### Met1 routing

(3 px per um)
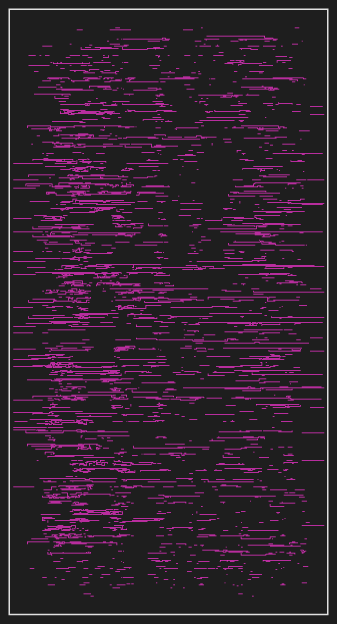
### Cells colored by class

(2 px per um)
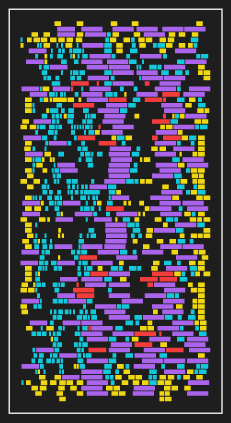
### Track usage over the die

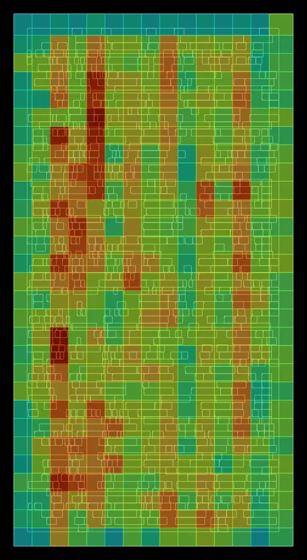
### Close-up of the layout

Region (14, 138) to (39, 163) um. Cells in gray, sequential cells in the stronger gray; small squares are vias.
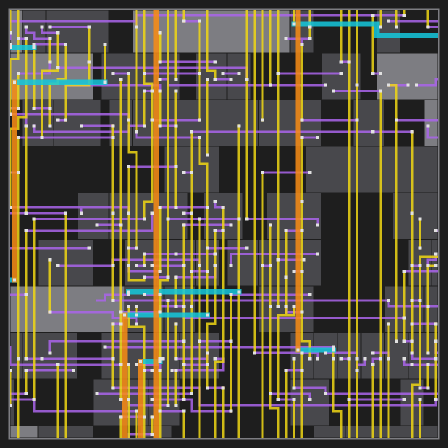
### Cell sizes after repair

(2 px per um)
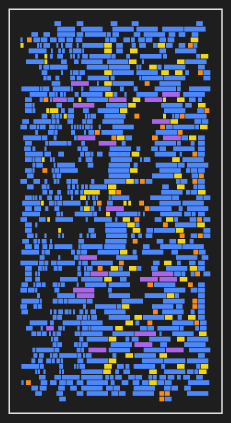
===== config.mk =====
export PLATFORM = sky130hd
export DESIGN_NAME = instr_fetch
export DESIGN_NICKNAME = d
export VERILOG_FILES = /design/src/rtl/fetch_pkg.sv /design/src/rtl/fetch_fifo.sv /design/src/rtl/instr_fetch.sv
export SDC_FILE = /design/constraint.sdc
export NUM_CORES = 1
export LEC_CHECK = 0
export CAP_MARGIN = 40
export CELL_PAD_IN_SITES_DETAIL_PLACEMENT = 0
export CELL_PAD_IN_SITES_GLOBAL_PLACEMENT = 1
export CORE_ASPECT_RATIO = 2
export CORE_MARGIN = 5
export CORE_UTILIZATION = 43
export DETAILED_ROUTE_END_ITERATION = 8
export GPL_TIMING_DRIVEN = 0
export PLACE_DENSITY_LB_ADDON = 0.1
export SLEW_MARGIN = 20
export SYNTH_ARGS = -nofsm -noshare
export SYNTH_HDL_FRONTEND = slang
export SYNTH_HIERARCHICAL = 1
export SYNTH_SLANG_ARGS = --single-unit

===== constraint.sdc =====
create_clock -name clk -period 13.13 [get_ports clk]
set_clock_uncertainty 0.05 [all_clocks]
set_input_delay 2.626 -clock clk [delete_from_list [all_inputs] [get_ports clk]]
set_output_delay 2.626 -clock clk [all_outputs]
set_load 0.01 [all_outputs]

===== src/rtl/fetch_pkg.sv =====
// Shared types and constants for the instruction fetch slice.
// Holds the fetch FSM encoding, the buffered {instr, pc} entry and RV32I opcode values.
// No logic; imported by instr_fetch and fetch_fifo.
package fetch_pkg;

    localparam logic [31:0] NOP_INSTR = 32'h0000_0013;   // addi x0, x0, 0
    localparam logic [31:0] PC_STEP   = 32'd4;

    localparam logic [6:0] OP_R      = 7'b0110011;
    localparam logic [6:0] OP_I      = 7'b0010011;
    localparam logic [6:0] OP_LOAD   = 7'b0000011;
    localparam logic [6:0] OP_STORE  = 7'b0100011;
    localparam logic [6:0] OP_BRANCH = 7'b1100011;
    localparam logic [6:0] OP_JAL    = 7'b1101111;
    localparam logic [6:0] OP_JALR   = 7'b1100111;

    typedef enum logic [1:0] {
        IDLE  = 2'd0,   // reset, or no buffer space for another word
        REQ   = 2'd1,   // imemReq high, waiting for grant
        WAIT  = 2'd2,   // granted, response expected
        DRAIN = 2'd3    // granted request was redirected away; swallow its response
    } fetch_state_t;

    typedef struct packed {
        logic [31:0] instr;
        logic [31:0] pc;
    } fetch_entry_t;

    function automatic logic [31:0] next_pc(input logic [31:0] pc);
        return pc + PC_STEP;
    endfunction

endpackage


===== src/rtl/fetch_fifo.sv =====
// Instruction buffer: DEPTH-entry FIFO of {instr, pc}; ports push/push_dat, pop, flush, head_dat, count.
// Latency: a push is visible at the head on the cycle after it is written (registered storage).
// Backpressure: push is accepted when not full or when a pop happens in the same cycle; flush wins over both.
module fetch_fifo
    import fetch_pkg::*;
#(
    parameter int DEPTH = 2,
    localparam int AW   = $clog2(DEPTH),
    localparam int CW   = AW + 1
) (
    input  logic          clk,
    input  logic          rst_n,
    input  logic          push,
    input  fetch_entry_t  push_dat,
    input  logic          pop,
    input  logic          flush,
    output fetch_entry_t  head_dat,
    output logic [CW-1:0] count
);

    fetch_entry_t  mem [DEPTH];
    logic [AW-1:0] wr_ptr;
    logic [AW-1:0] rd_ptr;
    logic          pop_ok;
    logic          push_ok;

    assign pop_ok   = pop && (count != '0);
    assign push_ok  = push && ((count < CW'(DEPTH)) || pop_ok);
    assign head_dat = mem[rd_ptr];

    // Pointers wrap naturally because DEPTH is a power of two.
    always_ff @(posedge clk or negedge rst_n) begin
        if (!rst_n) begin
            wr_ptr <= '0;
            rd_ptr <= '0;
            count  <= '0;
        end else if (flush) begin
            wr_ptr <= '0;
            rd_ptr <= '0;
            count  <= '0;
        end else begin
            if (push_ok) wr_ptr <= wr_ptr + 1'b1;
            if (pop_ok)  rd_ptr <= rd_ptr + 1'b1;
            if (push_ok && !pop_ok)      count <= count + 1'b1;
            else if (pop_ok && !push_ok) count <= count - 1'b1;
        end
    end

    // Storage needs no reset: count gates everything read from it.
    always_ff @(posedge clk) begin
        if (push_ok && !flush) mem[wr_ptr] <= push_dat;
    end

endmodule


===== src/rtl/instr_fetch.sv =====
// Instruction fetch: owns the PC, keeps one imem request in flight, buffers words for decode.
// Latency: response to instrValid is one cycle (registered buffer); opcode/funct3/funct7 are split from instr.
// Backpressure: instrValid/instrReady; no request issues unless buffer occupancy + outstanding < FIFO_DEPTH.
// Ports: imemReq/imemAddr/imemGnt/imemRspValid/imemRspData to memory; instr* and fields to decode;
// redirectValid/redirectPc flush the buffer and retarget or drop the current fetch.
// Optional macro FETCH_PERF_EN adds fetchCount (buffer pushes) and stallCount (empty, non-redirect cycles).
module instr_fetch
    import fetch_pkg::*;
#(
    parameter logic [31:0] RESET_PC   = 32'h0000_0000,
    parameter int          FIFO_DEPTH = 2
) (
    input  logic        clk,
    input  logic        rst_n,
    output logic        imemReq,
    output logic [31:0] imemAddr,
    input  logic        imemGnt,
    input  logic        imemRspValid,
    input  logic [31:0] imemRspData,
    output logic        instrValid,
    input  logic        instrReady,
    output logic [31:0] instr,
    output logic [31:0] instrPc,
    output logic [6:0]  opcode,
    output logic [2:0]  funct3,
    output logic [6:0]  funct7,
    input  logic        redirectValid,
`ifdef FETCH_PERF_EN
    input  logic [31:0] redirectPc,
    output logic [31:0] fetchCount,
    output logic [31:0] stallCount
`else
    input  logic [31:0] redirectPc
`endif
);

    localparam int CW = $clog2(FIFO_DEPTH) + 1;

    fetch_state_t  state;
    fetch_state_t  state_nxt;
    logic [31:0]   fetch_pc;
    logic [31:0]   fetch_pc_nxt;
    logic [31:0]   redirect_tgt;
    logic [CW-1:0] fifo_count;
    fetch_entry_t  head;
    fetch_entry_t  rsp_entry;
    logic          head_vld;
    logic          fifo_push;
    logic          fifo_pop;
    logic          space_now;
    logic          space_after_rsp;
    logic          unused_redirect_lsbs;

    assign redirect_tgt         = {redirectPc[31:2], 2'b00};
    assign unused_redirect_lsbs = ^redirectPc[1:0];

    assign head_vld  = (fifo_count != '0);
    // A redirect flushes the buffer, so a coincident pop or push has no effect.
    assign fifo_pop  = head_vld && instrReady && !redirectValid;
    assign fifo_push = (state == WAIT) && imemRspValid && !redirectValid;
    assign rsp_entry = '{instr: imemRspData, pc: fetch_pc - PC_STEP};

    // In WAIT the outstanding slot becomes a buffer entry; another request fits
    // only if the buffer will still have room after this cycle's push and pop.
    assign space_now       = (fifo_count < CW'(FIFO_DEPTH));
    assign space_after_rsp = fifo_pop || (fifo_count < CW'(FIFO_DEPTH - 1));

    always_comb begin
        state_nxt    = state;
        fetch_pc_nxt = fetch_pc;
        if (redirectValid) begin
            fetch_pc_nxt = redirect_tgt;
            case (state)
                IDLE:    state_nxt = REQ;
                REQ:     state_nxt = imemGnt ? DRAIN : REQ;       // ungranted request just retargets
                WAIT:    state_nxt = imemRspValid ? REQ : DRAIN;  // response this cycle is discarded here
                DRAIN:   state_nxt = imemRspValid ? REQ : DRAIN;
                default: state_nxt = IDLE;
            endcase
        end else begin
            case (state)
                IDLE: begin
                    if (space_now) state_nxt = REQ;
                end
                REQ: begin
                    if (imemGnt) begin
                        state_nxt    = WAIT;
                        fetch_pc_nxt = next_pc(fetch_pc);
                    end
                end
                WAIT: begin
                    if (imemRspValid) state_nxt = space_after_rsp ? REQ : IDLE;
                end
                DRAIN: begin
                    if (imemRspValid) state_nxt = REQ;
                end
                default: state_nxt = IDLE;
            endcase
        end
    end

    always_ff @(posedge clk or negedge rst_n) begin
        if (!rst_n) begin
            state    <= IDLE;
            fetch_pc <= RESET_PC;
        end else begin
            state    <= state_nxt;
            fetch_pc <= fetch_pc_nxt;
        end
    end

    // fetch_pc has already advanced past the granted word, so the word's own PC is fetch_pc - 4.
    fetch_fifo #(
        .DEPTH (FIFO_DEPTH)
    ) u_fifo (
        .clk      (clk),
        .rst_n    (rst_n),
        .push     (fifo_push),
        .push_dat (rsp_entry),
        .pop      (fifo_pop),
        .flush    (redirectValid),
        .head_dat (head),
        .count    (fifo_count)
    );

    assign imemReq    = (state == REQ);
    assign imemAddr   = fetch_pc;
    assign instrValid = head_vld;
    assign instr      = head_vld ? head.instr : NOP_INSTR;
    assign instrPc    = head_vld ? head.pc : 32'h0;
    assign opcode     = instr[6:0];
    assign funct3     = instr[14:12];
    assign funct7     = instr[31:25];

`ifdef FETCH_PERF_EN
    always_ff @(posedge clk or negedge rst_n) begin
        if (!rst_n) begin
            fetchCount <= '0;
            stallCount <= '0;
        end else begin
            if (fifo_push)                  fetchCount <= fetchCount + 32'd1;
            if (!head_vld && !redirectValid) stallCount <= stallCount + 32'd1;
        end
    end
`endif

endmodule

==> results.txt <==
Reports from this run.

- The end of the worst register-to-register path reads u_fifo/mem[1][32].
- The critical-path maximum fanout reads 12.
- The dominant logic cell type in the layout is clkdlybuf4s50_1.
- The number of global-route vias before repair reads 5,847.
- The most repeated cell in the gate-level netlist after synthesis reads edfxtp_1.
- The placement-stage cell area reads 0.01009 sq mm.
- The run finished with clean final reports.
- The count of input and output buffers reads 180.
- The placer's final routability congestion estimate reads 0.8185.
- The worst setup slack before clock tree synthesis is 6964 ps.
- The library cells used most frequently in the layout, excluding fill and tap cells, are clkdlybuf4s50_1 (179), edfxtp_1 (128), mux2_2 (64).
- Looking at the VDD voltage map, the peak drop is 0.08826 mV.
- The cell type with the highest aggregate area in the netlist reads edfxtp_1.
- The number of hold violations in the final report is 0.
- The classification of the worst-slack hold path is reg -> reg.
- The primary flip-flop cell chosen by synthesis mapping reads edfxtp_1.
- The violation tally from detailed-route iteration zero reads 231.
- The completed layout was analyzed and its total power is 1.233 mW.
- The worst min-delay path endpoint reads u_fifo/wr_ptr.
- The die extent in y is 201.3 um.
- The launch point of the critical path was reported as redirectValid.
- The number of warning messages in the logs is 29.
- TritonCTS built the clock tree.
- The total clock buffers created by CTS reads 17.
- The worst relative slew slack is 52.26%.
- Across the run, the number of max-cap violations was 0.
Back to the opening pictures, 'Met1 routing':
longest straight run: 34.0 um
main direction: horizontal
nets with wire on the layer: 821
share of all routed wire: 36%
wire length on this layer: 6,950 um
GR met1 Demand/Resource: 19.01%
aggregate routed wire length: 19.30 mm

Back to the opening pictures, 'Cells colored by class':
[purple] flip-flops | cells: 164 | share of their area: 46%
[yellow] other buffers and delay cells | cells: 255 | share of their area: 22%
[cyan] all other logic | cells: 405 | share of their area: 27%
[red] clock drivers and dummy loads | cells: 32 | share of their area: 5.8%
Post-Route Utilization: 58.97%
num rows: 70
area of the placeable core: 0.01813 sq mm
share of the final layout cell area in sequential cells: 44.38%

Back to the opening pictures, 'Track usage over the die':
average detailed-routed wire length per instance: 18.00 um
global routing met2 resource utilization: 34.73%
met3 track demand over resource in global routing: 4.141%

Back to the opening pictures, 'Close-up of the layout':
[orange] met4
[yellow] met2
[purple] met1
[cyan] met3
sequential cells in the window: 3
most frequent: nand2_1 (12), nor4_1 (5), xnor2_1 (4)
cells with their middle in the window: 51
netlist names of flops here include: imemAddr (3)

Back to the opening pictures, 'Cell sizes after repair':
[orange] drive 3 to 4 | cells: 43 | most used: buf_4
[blue] drive 1 or less | cells: 705 | most used: clkdlybuf4s50_1
[purple] drive 6 and up | cells: 23 | most used: clkbuf_16
[yellow] drive 2 | cells: 85 | most used: mux2_2
smallest setup slack after layout: 7420 ps
non-clock buffer count: 255
Final Instance Area: 0.01069 sq mm
layout-stage area growth over the synthesis result: 35.89%

[metal layers]
| metal | wire (um) | GRT usage (%) | vias to the layer above | share of wire [%] |
|---|---|---|---|---|
| met4 | 506 | 7.133 | 0 | 2.6 |
| met2 | 10900 | 34.73 | 179 | 56 |
| met1 | 6947 | 19.01 | 2712 | 36 |
| met3 | 946 | 4.141 | 35 | 4.9 |
| li1 | - | - | 2701 | - |
| met5 | 0 | 0 | - | 0 |
[where the power goes]
group / switching (mW) / internal, mW / total [mW]
registers: 0.0142 / 0.576 / 0.590
clock network: 0.194 / 0.319 / 0.512
logic: 0.0655 / 0.0646 / 0.130
total: 0.273 / 0.959 / 1.23
[area by class of cell]
| cell class | count | share of cell area, % |
|---|---|---|
| Sequential cell | 164 | 44.38 |
| Multi-Input combinational cell | 394 | 25.87 |
| Timing Repair Buffer | 195 | 17.98 |
| Clock buffer | 23 | 4.190 |
| Buffer | 60 | 3.218 |
| Tap cell | 216 | 2.528 |
| Clock inverter | 9 | 1.451 |
| Inverter | 11 | 0.3862 |
[flip-flops by register name (all words and copies together) (netlist names)]
| register | count |
|---|---|
| u_fifo/wr_ptr | 1 |
| u_fifo/rd_ptr | 1 |
| u_fifo/count | 2 |
| state | 2 |
| u_fifo/mem | 128 |
| imemAddr | 30 |
[tightest hold or removal path, cell delays in order (launching register included)]
cell and delay [ps]:
dfrtp_1 400, o21ai_0 90, a21oi_1 60
[logic make-up (layout without fill, tap and decap cells)]
family,after synthesis,after routing,synth area share (%)
muxes,65,65,9.447
buffers and inverters,71,298,4.898
DFF,164,164,60.31
xor gates and xnor gates,38,38,4.230
other,1,6,0.04766
AOI/OAI and AO/OA,59,59,4.660
adders and majority gates,2,2,0.3180
and+or+nand+nor,224,224,16.09
Power and IR drop assume default switching activity.
